==> images/congestion_map.png <==
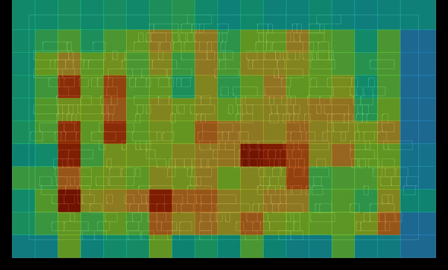
==> images/sizing.png <==
Scale bar: 50 um.
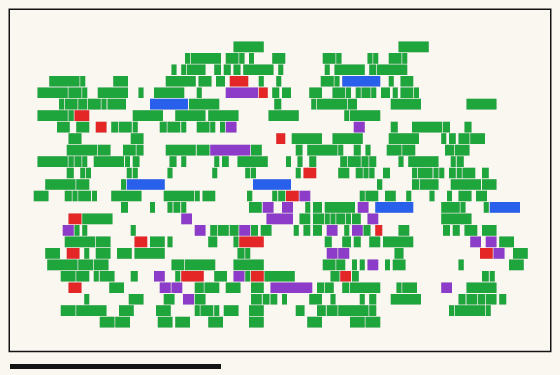
==> images/class_map.png <==
Scale bar: 50 um.
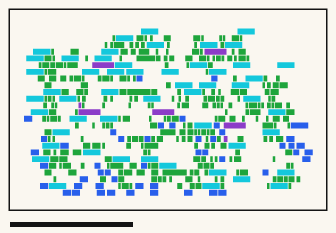
==> images/gates.png <==
Scale bar: 50 um.
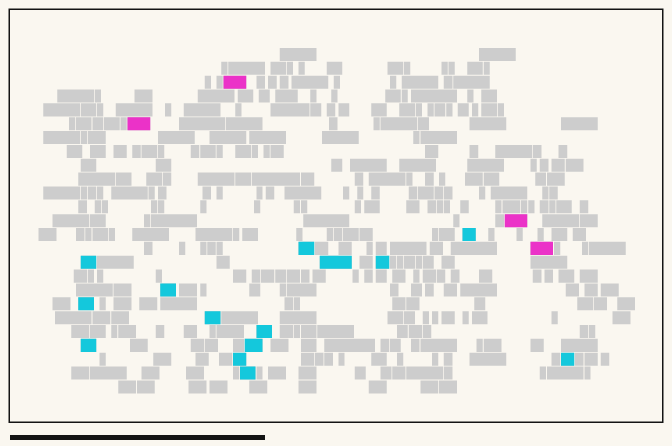
`config.mk`:
```
export PLATFORM = sky130hd
export DESIGN_NAME = shift_sequencer
export DESIGN_NICKNAME = d
export VERILOG_FILES = /design/src/rtl/shift_sequencer.sv
export SDC_FILE = /design/constraint.sdc
export NUM_CORES = 1
export LEC_CHECK = 0
export CAP_MARGIN = 5
export CELL_PAD_IN_SITES_DETAIL_PLACEMENT = 0
export CELL_PAD_IN_SITES_GLOBAL_PLACEMENT = 2
export CORE_ASPECT_RATIO = 0.6
export CORE_MARGIN = 5
export CORE_UTILIZATION = 34
export DETAILED_ROUTE_END_ITERATION = 6
export HOLD_SLACK_MARGIN = 0.08
export PLACE_DENSITY_LB_ADDON = 0.1
export SETUP_SLACK_MARGIN = 0.05
export SLEW_MARGIN = 20
export SYNTH_ARGS = -nofsm -noshare
export SYNTH_HDL_FRONTEND = slang
export SYNTH_SLANG_ARGS = --single-unit
```
`constraint.sdc`:
```
create_clock -name clk -period 2.6 [get_ports clk]
set_clock_uncertainty 0.05 [all_clocks]
set_input_delay 0.26 -clock clk [delete_from_list [all_inputs] [get_ports clk]]
set_output_delay 0.26 -clock clk [all_outputs]
set_load 0.05 [all_outputs]
```
`src/rtl/shift_sequencer.sv`:
```
// Rotating LED shift-register controller: owns the register and its step prescaler,
// and takes load/run/stop/step commands over a valid/ready port.
module shift_sequencer #(
    parameter int          W   = 8,
    parameter int          NP  = 21,
    parameter logic [W-1:0] INI = W'(1)
) (
    input  logic         clk,
    input  logic         rst,
    input  logic         cmd_valid,
    output logic         cmd_ready,
    input  logic [2:0]   cmd_op,
    input  logic [7:0]   cmd_arg,
    output logic [W-1:0] data,
    output logic         step,
    output logic         busy
);

    localparam int FW = NP - 8;

    typedef enum logic [1:0] {S_IDLE, S_RUN_FREE, S_RUN_BOUNDED} state_t;
    typedef enum logic [1:0] {M_ROT_L, M_ROT_R, M_BOUNCE} mode_t;
    typedef enum logic {DIR_L, DIR_R} dir_t;
    typedef enum logic [2:0] {
        OP_NOP, OP_LOAD, OP_ROT_L, OP_ROT_R, OP_BOUNCE, OP_STOP, OP_SET_DIV, OP_STEP
    } op_t;

    state_t        state;
    mode_t         mode;
    dir_t          dir;
    logic [7:0]    div;
    logic [7:0]    remaining;
    logic [FW-1:0] fine;
    logic [7:0]    coarse;

    logic          accept;
    logic          tick;
    dir_t          nxt_dir;
    logic          rot_left;
    logic [W-1:0]  nxt_data;

    assign cmd_ready = !rst && (state != S_RUN_BOUNDED);
    assign accept    = cmd_valid && cmd_ready;
    assign tick      = (state != S_IDLE) && (&fine) && (coarse == div);

    // Bounce evaluates the end-stop flip before rotating, so the step leaving an end already moves back.
    always_comb begin
        nxt_dir = dir;
        if (mode == M_BOUNCE) begin
            if (dir == DIR_L && data[W-1])
                nxt_dir = DIR_R;
            else if (dir == DIR_R && data[0])
                nxt_dir = DIR_L;
        end
        rot_left = (mode == M_ROT_L) || (mode == M_BOUNCE && nxt_dir == DIR_L);
        nxt_data = rot_left ? {data[W-2:0], data[W-1]} : {data[0], data[W-1:1]};
    end

    always_ff @(posedge clk) begin
        if (rst) begin
            data      <= INI;
            dir       <= DIR_L;
            mode      <= M_ROT_L;
            div       <= 8'hFF;
            state     <= S_IDLE;
            remaining <= '0;
            fine      <= '0;
            coarse    <= '0;
            step      <= 1'b0;
            busy      <= 1'b0;
        end else begin
            step <= 1'b0;

            if (state == S_IDLE || tick) begin
                fine   <= '0;
                coarse <= '0;
            end else begin
                fine <= fine + 1'b1;
                if (&fine)
                    coarse <= coarse + 8'd1;
            end

            // Any accepted command swallows a coincident tick; later clears here override the counter update above.
            if (accept) begin
                case (op_t'(cmd_op))
                    OP_LOAD: data <= W'(cmd_arg);
                    OP_ROT_L, OP_ROT_R, OP_BOUNCE: begin
                        if (op_t'(cmd_op) == OP_ROT_L) begin
                            mode <= M_ROT_L;
                            dir  <= DIR_L;
                        end else if (op_t'(cmd_op) == OP_ROT_R) begin
                            mode <= M_ROT_R;
                            dir  <= DIR_R;
                        end else begin
                            mode <= M_BOUNCE;
                        end
                        fine   <= '0;
                        coarse <= '0;
                        busy   <= 1'b1;
                        if (cmd_arg == 8'd0) begin
                            state <= S_RUN_FREE;
                        end else begin
                            remaining <= cmd_arg;
                            state     <= S_RUN_BOUNDED;
                        end
                    end
                    OP_STOP: begin
                        state <= S_IDLE;
                        busy  <= 1'b0;
                    end
                    OP_SET_DIV: begin
                        div    <= cmd_arg;
                        fine   <= '0;
                        coarse <= '0;
                    end
                    OP_STEP: begin
                        if (state == S_IDLE) begin
                            data <= nxt_data;
                            dir  <= nxt_dir;
                            step <= 1'b1;
                        end
                    end
                    default: ;
                endcase
            end else if (tick) begin
                data <= nxt_data;
                dir  <= nxt_dir;
                step <= 1'b1;
                if (state == S_RUN_BOUNDED) begin
                    remaining <= remaining - 8'd1;
                    if (remaining == 8'd1) begin
                        state <= S_IDLE;
                        busy  <= 1'b0;
                    end
                end
            end
        end
    end

endmodule
```
==> CHANGELOG.md <==
## Implementation

* Status: finished clean
* Yosys top cell by instances: dfxtp_1
* Syn Inst Count at 348
* Post-synth top area cell: dfxtp_1
* Sequential share of power at 0.483
* Comb gates at roughly 270
* Combinational power share at 0.142
* Drc violations at 0
* Reg-to-reg endpoint: data[4]
* Commonest Layout Cell: dfxtp_1
* Comb. cell area at roughly 1700 um^2
* Worst Hold Path Cells at 1
* Syn_nets at 366
* Fillers at 848
* Clock Power Share at 0.375
* Clk latency late pin at 0.29 ns
* Critical Path RT at roughly 2.8 ns
* Crit path launch type: flop
* Seq/Total Area, Yosys at 0.366
* Setup TNS at 0 ns
* Fin crit period at 2.42 ns
* Final cell count without fillers at 495
* Ys async rst share at 0
* P_comb at 244 uW
* Fmax at 0.413 GHz
* Clock network share of area at 0.0384
* Clock-pin slew on the worst setup and hold paths at 0.07 ns
About congestion_map.png:
wire length per cell: 16.7 um
GRT busiest layer: met1
met3 usage: 0.0657

About sizing.png:
- x2: red (cells 17; share 4.4%)
- x3 and x4: purple (cells 29; share 7.5%)
- x1 and smaller: green (cells 335; share 87%)
- x6 and larger: blue (cells 6; share 1.6%)

About class_map.png:
- remaining logic cells: green (cells 279; share of their area 52%)
- registers: cyan (cells 52; share of their area 31%)
- clock drivers and dummy loads: purple (cells 7; share of their area 4.0%)
- remaining buffers and delay cells: blue (cells 49; share of their area 13%)

About gates.png:
- non-inverting ao/oa cells: cyan (cells 14)
- fa/ha/maj cells: magenta (cells 4)

[metrics by stage]
step / cell area [um^2] / utilization / setup WS [ns] / total power, mW
floorplan: 2840 / - / 0.190 / 0.978
global placement: 3340 / 0.417 / 0.0138 / 1.09
detailed placement: 3340 / 0.417 / 0.0423 / 1.09
CTS: 3470 / 0.434 / 0.0832 / 1.74
global route: 3490 / 0.436 / 0.0536 / 1.81
finish: 3490 / 0.436 / 0.178 / 1.72
[state kept, by name, summed over array words and instances (netlist names)]
signal / count
mode: 2
coarse: 8
step: 1
dir: 1
remaining: 8
state: 2
data: 8
div: 8
fine: 13
busy: 1
Power and IR drop assume default switching activity.
